<file path="src/rtl/arith_ctrl_pkg.sv">
// arith_ctrl_pkg: shared FSM state, opcode encodings and widths for the arithmetic arbiter
package arith_ctrl_pkg;
  localparam int OPND_W = 4;
  localparam int RES_W = 8;
  localparam logic [1:0] OP_ADD = 2'b00;
  localparam logic [1:0] OP_SUB = 2'b01;
  localparam logic [1:0] OP_MUL = 2'b10;
  localparam logic [1:0] OP_DIV = 2'b11;
  typedef enum logic [1:0] {IDLE, EXEC, RESP} state_t;
endpackage

</file>
<file path="src/rtl/ArithmeticUnit.sv">
// ArithmeticUnit: combinational add/sub/mul/div datapath with divide-by-zero flag
module ArithmeticUnit
  import arith_ctrl_pkg::*;
(
  input  logic [1:0]        operation,
  input  logic [OPND_W-1:0] A,
  input  logic [OPND_W-1:0] B,
  output logic [RES_W-1:0]  result,
  output logic              error
);
  assign error = operation == OP_DIV && B == '0;
  assign result = operation == OP_ADD ? RES_W'(A) + RES_W'(B) :
                  operation == OP_SUB ? RES_W'(A) - RES_W'(B) :
                  operation == OP_MUL ? RES_W'(A) * RES_W'(B) :
                  B == '0 ? '0 : RES_W'(A / B);
endmodule

</file>
<file path="src/rtl/arith_arbiter.sv">
// arith_arbiter: round-robin arbiter between two requesters sharing one ArithmeticUnit,
// with a held response handshake and a saturating error counter
module arith_arbiter
  import arith_ctrl_pkg::*;
#(
  parameter int EXEC_CYCLES = 1
)(
  input  logic              clk,
  input  logic              rst_n,
  input  logic              req0_valid,
  output logic              req0_ready,
  input  logic [1:0]        req0_op,
  input  logic [OPND_W-1:0] req0_a,
  input  logic [OPND_W-1:0] req0_b,
  input  logic              req1_valid,
  output logic              req1_ready,
  input  logic [1:0]        req1_op,
  input  logic [OPND_W-1:0] req1_a,
  input  logic [OPND_W-1:0] req1_b,
  output logic              rsp_valid,
  input  logic              rsp_ready,
  output logic              rsp_id,
  output logic [RES_W-1:0]  rsp_result,
  output logic              rsp_error,
  output logic [7:0]        err_count,
  output logic              busy
);
  logic [1:0] sync;
  logic rst_s;
  state_t state;
  logic [3:0] cnt;
  logic last_grant;
  logic [1:0] op_q;
  logic [OPND_W-1:0] a_q, b_q;
  logic [RES_W-1:0] alu_res;
  logic alu_err, idle;
  // reset asserts at once but releases two clocks later
  always_ff @(posedge clk or negedge rst_n)
    if (!rst_n) sync <= '0;
    else sync <= {sync[0], 1'b1};
  assign rst_s = sync[1];
  assign idle = rst_s && state == IDLE;
  assign req0_ready = idle && req0_valid && !(req1_valid && !last_grant);
  assign req1_ready = idle && req1_valid && !(req0_valid && last_grant);
  ArithmeticUnit u_alu (
    .operation(op_q),
    .A(a_q),
    .B(b_q),
    .result(alu_res),
    .error(alu_err)
  );
  always_ff @(posedge clk or negedge rst_s)
    if (!rst_s) begin
      state <= IDLE;
      cnt <= '0;
      last_grant <= 1'b1;
      op_q <= '0;
      a_q <= '0;
      b_q <= '0;
      rsp_valid <= 1'b0;
      rsp_id <= 1'b0;
      rsp_result <= '0;
      rsp_error <= 1'b0;
      err_count <= '0;
      busy <= 1'b0;
    end else begin
      case (state)
        IDLE: if (req0_ready || req1_ready) begin
          op_q <= req1_ready ? req1_op : req0_op;
          a_q <= req1_ready ? req1_a : req0_a;
          b_q <= req1_ready ? req1_b : req0_b;
          rsp_id <= req1_ready;
          last_grant <= req1_ready;
          cnt <= 4'(EXEC_CYCLES - 1);
          busy <= 1'b1;
          state <= EXEC;
        end
        EXEC: if (cnt == '0) begin
          rsp_result <= alu_res;
          rsp_error <= alu_err;
          rsp_valid <= 1'b1;
          state <= RESP;
        end else cnt <= cnt - 4'd1;
        RESP: if (rsp_ready) begin
          rsp_valid <= 1'b0;
          busy <= 1'b0;
          err_count <= rsp_error && err_count != 8'hff ? err_count + 8'd1 : err_count;
          state <= IDLE;
        end
        default: state <= IDLE;
      endcase
    end
endmodule
</file>
<file path="config.mk">
export PLATFORM = sky130hd
export DESIGN_NAME = arith_arbiter
export DESIGN_NICKNAME = d
export VERILOG_FILES = /design/src/rtl/arith_ctrl_pkg.sv /design/src/rtl/ArithmeticUnit.sv /design/src/rtl/arith_arbiter.sv
export SDC_FILE = /design/constraint.sdc
export NUM_CORES = 1
export LEC_CHECK = 0
export ABC_AREA = 0
export CORE_MARGIN = 2
export CORE_UTILIZATION = 30
export DETAILED_ROUTE_END_ITERATION = 10
export HOLD_SLACK_MARGIN = 0.12
export PLACE_DENSITY = 0.57
export SETUP_SLACK_MARGIN = 0.15
export SKIP_LAST_GASP = 1
export SYNTH_ARGS = -nofsm -noshare
export SYNTH_HDL_FRONTEND = slang
export SYNTH_SLANG_ARGS = --single-unit
</file>
<file path="constraint.sdc">
create_clock -name clk -period 5 [get_ports clk]
set_input_delay 0.5 -clock clk [delete_from_list [all_inputs] [get_ports clk]]
set_output_delay 0.5 -clock clk [all_outputs]
set_load 0.05 [all_outputs]
</file>
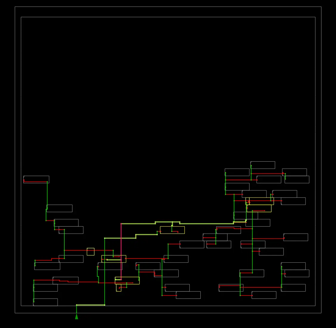
(clock wiring as the flow saved it)
CLK BUF: 6
clock latency on the worst-skew pair: 0.28 ns
FFs & Latches: 39

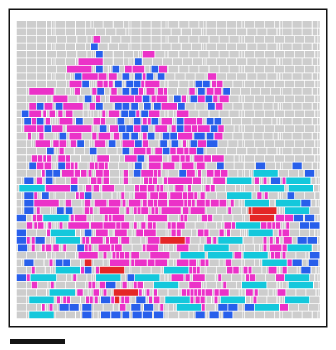
(placement by cell class)
Scale bar: 20 microns. Fill, decap, tap and diode cells in grey.
class	colour	cells
combinational and other logic	magenta	404
remaining buffers and delay cells	blue	146
sequential cells	cyan	39
clock drivers and dummy loads	red	8

==> results_slide.txt <==
Synthesis and Place & Route Summary

Layout
  • Layout cells sized above 1: 26.1%
  • Most frequent logic cell in the layout: buf_4

Logic synthesis
  • YS chip area: 3720 sq um
  • Yosys top cell by instances: nand2_1

Run status
  • Failing checks: setup timing
  • Status: finished, violations left

Critical path
  • Crit path max fanout: 5
  • Crit path arrival time: 8.11 ns
  • Critical Path Max Stage Delay: 0.44 ns
  • Family with the most delay on the worst path: AND-OR/OR-AND gates
  • Slack of the worst reg-to-reg path: -2.96 ns
  • FF-to-FF path depth: 39

Timing
  • Fin. Hold Viols: 0
  • Final setup fails: 3
  • Final worst slack: -2.96 ns
  • Actual slew at the worst max-slew pin: 0.675 ns
  • WHS: 0.352 ns

Place
  • Placed cells: 725
  • Post-place setup slack: -2.96 ns
  • Post-place instance area: 5000 sq um

Die
  • I/O pin count: 47
  • Row count: 40

Flow run
  • Log Warnings: 38

Clock network
  • Cts bufs inserted: 5

Global routing
  • Met3 usage: 2.14%
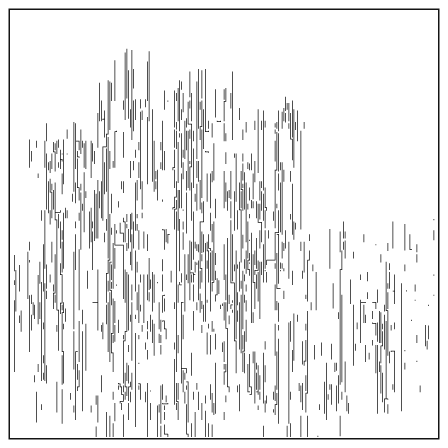
(signal wires on met2)
share of all routed wire	48%
nets with wire on the layer	574
main direction	vertical
longest straight run	43.2 microns
final wirelength: 10.3 mm
met2 GRT Util: 27.8%
via count: 3,685

==> what timing repair did <==
item,4_1_cts,5_1_grt
resized,8,8
pin swaps,11,16
cloned,0,0
setup buffers,26,6
endpoints found under the setup margin,3,3
==> cells by family after synthesis <==
kind of cell	synth area share, %
AND/OR/NAND/NOR	23.6
AND-OR/OR-AND	18.1
adder cells (fa/ha/maj)	20.7
flip-flops	26.2
buffers and inverters	3.56
XOR/XNOR	4.23
multiplexers	3.39
other	0.202
==> area by class of cell <==
| cell class | instances | area [sq um] |
|---|---|---|
| multi-input combinational | 379 | 2820 |
| inverter | 25 | 101 |
| clock inverter | 2 | 12.5 |
| sequential | 39 | 981 |
| fill | 1159 | 6590 |
| clock buffer | 6 | 129 |
| timing repair buffer | 146 | 1220 |
| tap | 168 | 210 |
